### config.mk
export PLATFORM = sky130hd
export DESIGN_NAME = add_pipe_flat
export DESIGN_NICKNAME = d
export VERILOG_FILES = /design/src/rtl/add_pipe_if.sv /design/src/rtl/add_pipe.sv /design/src/flat_wrapper.sv
export SDC_FILE = /design/constraint.sdc
export NUM_CORES = 1
export LEC_CHECK = 0
export CAP_MARGIN = 20
export CORE_MARGIN = 2
export CORE_UTILIZATION = 50
export DETAILED_ROUTE_END_ITERATION = 12
export DONT_BUFFER_PORTS = 1
export PLACE_DENSITY = 0.63
export SLEW_MARGIN = 40
export SYNTH_ARGS = -nofsm -noshare
export SYNTH_HDL_FRONTEND = slang
export SYNTH_SLANG_ARGS = --single-unit
### constraint.sdc
create_clock -name clk -period 2.2 [get_ports clk]
set_input_delay 0.44 -clock clk [delete_from_list [all_inputs] [get_ports clk]]
set_output_delay 0.44 -clock clk [all_outputs]
set_load 0.1 [all_outputs]
### src/rtl/add_pipe_if.sv
// Handshake bundle for add_pipe: operand/carry-in side and result side.
interface add_pipe_if #(
    parameter int unsigned WIDTH = 16
);
    logic             in_valid;
    logic             in_ready;
    logic [WIDTH-1:0] A;
    logic [WIDTH-1:0] B;
    logic             Ci;
    logic             out_valid;
    logic             out_ready;
    logic [WIDTH-1:0] S;
    logic             Co;
    logic             Ov;

    // Producer/consumer side (drives operands, accepts results)
    modport master (
        output in_valid, A, B, Ci, out_ready,
        input  in_ready, out_valid, S, Co, Ov
    );

    // Adder side
    modport slave (
        input  in_valid, A, B, Ci, out_ready,
        output in_ready, out_valid, S, Co, Ov
    );
endinterface

### src/rtl/add_pipe.sv
// Pipelined ripple-carry adder: one CHUNK-bit slice resolved per stage, carry
// registered between stages, unconsumed operand slices shifted down with the token.
module add_pipe #(
    parameter int unsigned WIDTH = 16,
    parameter int unsigned CHUNK = 4
) (
    input  logic      clk,
    input  logic      rst_n,
    add_pipe_if.slave bus
);
    localparam int unsigned CHUNK_SAFE = (CHUNK < 1) ? 1 : CHUNK;
    localparam int unsigned STAGES     = ((WIDTH / CHUNK_SAFE) < 1) ? 1 : (WIDTH / CHUNK_SAFE);

    // Reject chunkings that do not tile the operand exactly
    if ((CHUNK < 1) || ((WIDTH % CHUNK_SAFE) != 0)) begin : g_bad_params
        $error("add_pipe: WIDTH must be a non-zero multiple of CHUNK");
    end

    // Per-stage token state; a_q/b_q hold the not-yet-consumed upper slices, LSB-aligned
    logic [STAGES-1:0] valid_q, valid_d;
    logic [STAGES-1:0] c_q, c_d;
    logic [WIDTH-1:0]  a_q [STAGES];
    logic [WIDTH-1:0]  a_d [STAGES];
    logic [WIDTH-1:0]  b_q [STAGES];
    logic [WIDTH-1:0]  b_d [STAGES];
    logic [WIDTH-1:0]  s_q [STAGES];
    logic [WIDTH-1:0]  s_d [STAGES];
    logic              ov_q, ov_d;

    // What each stage sees as its upstream: the input port for stage 0, else the previous stage
    logic [STAGES-1:0] src_v;
    logic [STAGES-1:0] src_c;
    logic [WIDTH-1:0]  src_a [STAGES];
    logic [WIDTH-1:0]  src_b [STAGES];
    logic [WIDTH-1:0]  src_s [STAGES];
    logic [CHUNK:0]    slice_sum;
    logic              stall;

    // A result sitting at the output that nobody takes freezes the whole pipe
    assign stall        = valid_q[STAGES-1] & ~bus.out_ready;
    assign bus.in_ready = ~stall;

    // Stage advance: ripple one slice per stage, accumulate sum bits, shift operands down
    always_comb begin
        valid_d   = valid_q;
        c_d       = c_q;
        a_d       = a_q;
        b_d       = b_q;
        s_d       = s_q;
        ov_d      = ov_q;
        slice_sum = '0;
        src_v     = '0;
        src_c     = '0;
        src_a     = '{default: '0};
        src_b     = '{default: '0};
        src_s     = '{default: '0};

        src_v[0] = bus.in_valid;
        src_c[0] = bus.Ci;
        src_a[0] = bus.A;
        src_b[0] = bus.B;
        src_s[0] = '0;
        for (int unsigned k = 1; k < STAGES; k++) begin
            src_v[k] = valid_q[k-1];
            src_c[k] = c_q[k-1];
            src_a[k] = a_q[k-1];
            src_b[k] = b_q[k-1];
            src_s[k] = s_q[k-1];
        end

        if (!stall) begin
            for (int unsigned k = 0; k < STAGES; k++) begin
                slice_sum  = (CHUNK+1)'(src_a[k][CHUNK-1:0])
                           + (CHUNK+1)'(src_b[k][CHUNK-1:0])
                           + (CHUNK+1)'(src_c[k]);
                valid_d[k] = src_v[k];
                c_d[k]     = slice_sum[CHUNK];
                a_d[k]     = src_a[k] >> CHUNK;
                b_d[k]     = src_b[k] >> CHUNK;
                s_d[k]     = src_s[k] | (WIDTH'(slice_sum[CHUNK-1:0]) << (k * CHUNK));
                // The last stage's slice carries the operand MSBs
                if (k == STAGES - 1) begin
                    ov_d = (src_a[k][CHUNK-1] == src_b[k][CHUNK-1])
                        && (slice_sum[CHUNK-1] != src_a[k][CHUNK-1]);
                end
            end
        end
    end

    // Pipeline registers, cleared asynchronously so in-flight tokens are dropped
    always_ff @(posedge clk or negedge rst_n) begin
        if (!rst_n) begin
            valid_q <= '0;
            c_q     <= '0;
            ov_q    <= 1'b0;
            for (int unsigned k = 0; k < STAGES; k++) begin
                a_q[k] <= '0;
                b_q[k] <= '0;
                s_q[k] <= '0;
            end
        end else begin
            valid_q <= valid_d;
            c_q     <= c_d;
            ov_q    <= ov_d;
            a_q     <= a_d;
            b_q     <= b_d;
            s_q     <= s_d;
        end
    end

    // Results come straight from the last stage's registers
    assign bus.out_valid = valid_q[STAGES-1];
    assign bus.S         = s_q[STAGES-1];
    assign bus.Co        = c_q[STAGES-1];
    assign bus.Ov        = ov_q;
endmodule
### src/flat_wrapper.sv
// flat-port wrapper written by rule: the top's interface ports become plain ports
module add_pipe_flat 
#(
    parameter int unsigned WIDTH = 16,
    parameter int unsigned CHUNK = 4
)
  (clk, rst_n, bus_in_valid, bus_A, bus_B, bus_Ci, bus_out_ready, bus_in_ready, bus_out_valid, bus_S, bus_Co, bus_Ov);
  add_pipe_if #(.WIDTH(WIDTH)) bus_i ();
  input  logic clk;
  input  logic rst_n;
  input wire logic [$bits(bus_i.in_valid)-1:0] bus_in_valid;
  input wire logic [$bits(bus_i.A)-1:0] bus_A;
  input wire logic [$bits(bus_i.B)-1:0] bus_B;
  input wire logic [$bits(bus_i.Ci)-1:0] bus_Ci;
  input wire logic [$bits(bus_i.out_ready)-1:0] bus_out_ready;
  output wire logic [$bits(bus_i.in_ready)-1:0] bus_in_ready;
  output wire logic [$bits(bus_i.out_valid)-1:0] bus_out_valid;
  output wire logic [$bits(bus_i.S)-1:0] bus_S;
  output wire logic [$bits(bus_i.Co)-1:0] bus_Co;
  output wire logic [$bits(bus_i.Ov)-1:0] bus_Ov;
  assign bus_i.in_valid = bus_in_valid;
  assign bus_i.A = bus_A;
  assign bus_i.B = bus_B;
  assign bus_i.Ci = bus_Ci;
  assign bus_i.out_ready = bus_out_ready;
  assign bus_in_ready = bus_i.in_ready;
  assign bus_out_valid = bus_i.out_valid;
  assign bus_S = bus_i.S;
  assign bus_Co = bus_i.Co;
  assign bus_Ov = bus_i.Ov;
  add_pipe #(.WIDTH(WIDTH), .CHUNK(CHUNK)) u_core (.clk(clk), .rst_n(rst_n), .bus(bus_i));
endmodule
Fig. 1: run 1, clock wires, drivers and flops
(6 px per um)
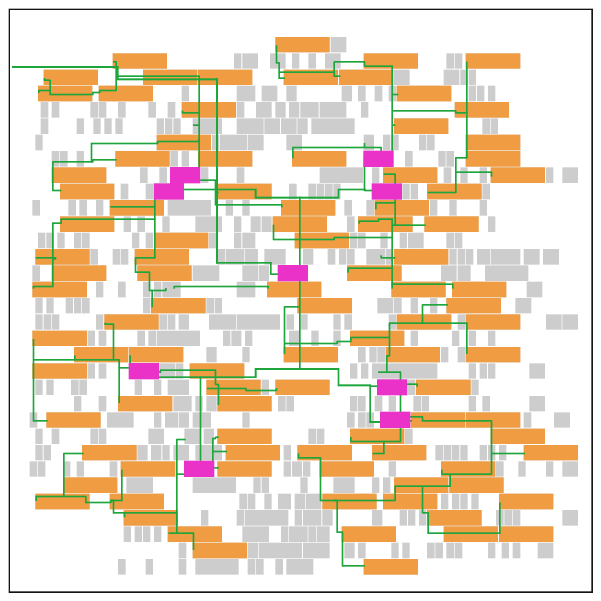
[flip-flops] orange | count: 97
[cells driving clock nets] magenta | count: 9
[clock wires] green | length: 1010 um
routed clock nets	10

Fig. 2: run 1, cells coloured by class
(4 px per um) Fill, decap, tap and diode cells in grey.
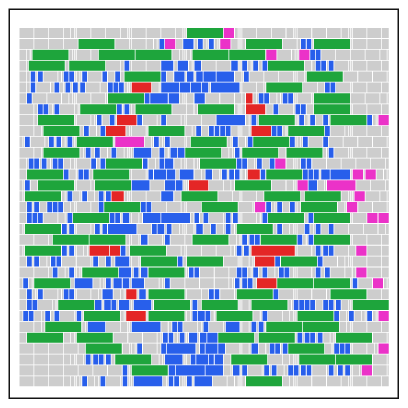
class	colour	cells
all other logic	blue	339
other buffers and delay cells	magenta	23
clock drivers and dummy loads	red	16
flip-flops	green	97
post-layout util: 0.558
design area: 0.00463 mm2
core box area: 0.00830 mm2
Seq/total area: 0.525

==> impl_metrics.csv, run 1 <==
group,metric,value,unit
run_status,outcome,"finished with violations",
run_status,violations,"hold timing",
power_and_ir_drop,pg_clk,1.15,mW
route,vias,2855,
yosys,aoi_share,0.0452,
cts,post_cts_buffers,0,
critical_path,crit_family,"adder cells",
grt,antenna_found_initial,0,
power_and_ir_drop,clkPwrFrac,0.150,
grt,use_met3,0.0419,
final_layout,nNetsFinal,527,
final_layout,regArea,0.00243,mm2
cts,cts-root-buf,"clkbuf_8",
placed_design,routabilityCongestion,0.892,
die,chipArea,0.00939,mm2
yosys,ys_area,0.00431,mm2
power_and_ir_drop,p_seq,2.98,mW
die,die_w,96.9,um
critical_path,cp-end-kind,"flop",
yosys,ys_seq_frac,0.563,
placed_design,place_hpwl,4.68,mm
power_and_ir_drop,comb_power_share,0.462,
yosys,edf_count,0,
yosys,syn_inst,473,
grt,grt_overflow,0,
final_timing,finalHoldViolations,97,
final_layout,logic_area,0.00161,mm2
final_layout,logic_gates,326,
final_layout,clkCellAreaFrac,0.0443,
final_layout,clkbuf_count,10,
cts,cts_resized,0,
final_timing,fin_hold_ws,-221,ps
Fig. 3: run 1, register map, names as in the netlist
(4 px per um) Other sequential cells in the stronger grey, the rest of the logic in the fainter grey.
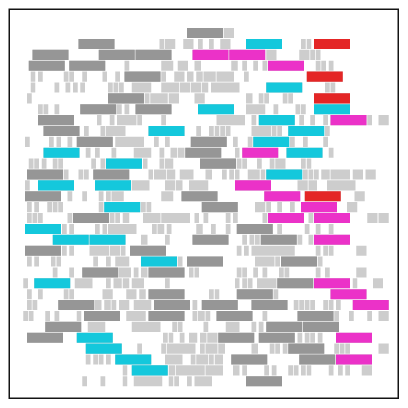
signal	colour	sequential cells
`u_core.valid_q`	red	4
`u_core.bus.S`	magenta	16
`u_core.b_q`	cyan	24

Fig. 4: run 1, PDN straps and rails
(4 px per um) Pins as bars on the die edge.
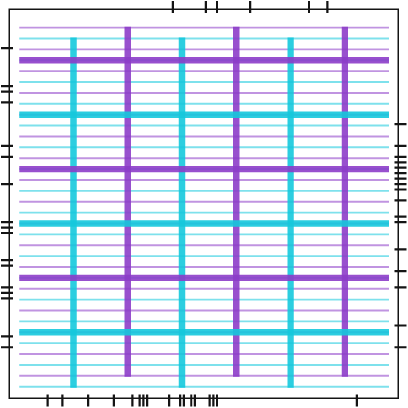
net	colour
VDD	purple
VSS	cyan
met4 straps	6
met1 rails	34
met5 straps	6

## Run 2: what changed since run 1
- clock period: 2.2 -> 1.85 ns (I/O delays scaled with it)
Fig. 5: run 2, PDN straps and rails
(4 px per um) Pins as bars on the die edge.
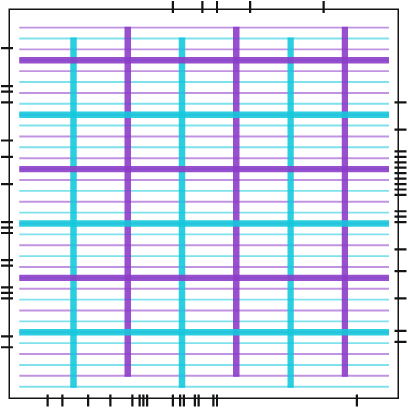
net	colour
VSS	cyan
VDD	purple
signal pins	57
met1 rails	34
met5 straps	6
met4 straps	6
Die Ht: 96.9 um
Peak VDD IR: 750 uV
Die Width: 96.9 um

Fig. 6: run 2, routing congestion
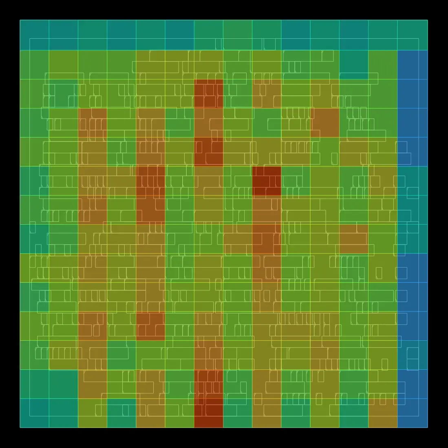
met2 usage: 0.256
GR Util met3: 0.0311

Fig. 7: run 2, cells coloured by class
(4 px per um) Fill, decap, tap and diode cells in grey.
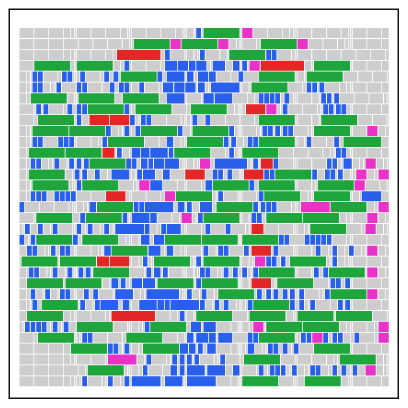
class	colour	cells
all other logic	blue	339
other buffers and delay cells	magenta	29
flip-flops	green	97
clock drivers and dummy loads	red	16
Seq/total area: 0.514
design area: 0.00472 mm2

==> impl_metrics.csv, run 2 <==
group,metric,value,unit
cts,post_cts_buffers,0,
yosys,edf_count,0,
run_status,violations,"hold timing",
die,chipArea,0.00939,mm2
placed_design,routabilityCongestion,0.920,
yosys,xor_share,0.00812,
critical_path,critPathLaunchType,"flop",
critical_path,path_common_cell,"a21oi_1",
critical_path,crit_family,"adder cells",
grt,grt_overflow,0,
final_layout,regArea,0.00243,mm2
power_and_ir_drop,pg_clk,1.65,mW
cts,cts_tree,"built",
cts,cts-root-buf,"clkbuf_8",
power_and_ir_drop,p_seq,3.57,mW
grt,grt_max_degree,98,
final_timing,fin_hold_ws,-291,ps
route,vias,2850,
final_layout,logic_area,0.00162,mm2
final_layout,n_all_buffers,29,
power_and_ir_drop,comb_power_share,0.450,
run_status,outcome,"finished with violations",
cts,cts_buffer_depth,2,
die,io-pin-count,57,
placed_design,place_hpwl,4.95,mm
yosys,yosys_cells,473,
final_timing,finalHoldViolations,97,
grt,grt_use_total,0.167,
cts,cts_resized,0,
grt,grt_util_met1,0.244,
yosys,ys_seq_frac,0.563,
final_timing,fin_tns_setup,0,ps
die,coreArea,0.00830,mm2
final_layout,clkbuf_count,9,
final_layout,logic_gates,326,
yosys,ys_sh_mux,0.00696,
final_layout,nNetsFinal,533,
final_layout,clkCellAreaFrac,0.0527,
yosys,synth.most_common_cell,"nand2_1",
yosys,ys_area,0.00431,mm2
yosys,fp_nets,530,
critical_path,cp-end-kind,"flop",
power_and_ir_drop,clkPwrFrac,0.174,
yosys,syn_inst,473,
yosys,aoi_share,0.0452,
final_layout,fin_util,0.569,
placed_design,place_ws,26.8,ps
grt,antenna_found_initial,0,
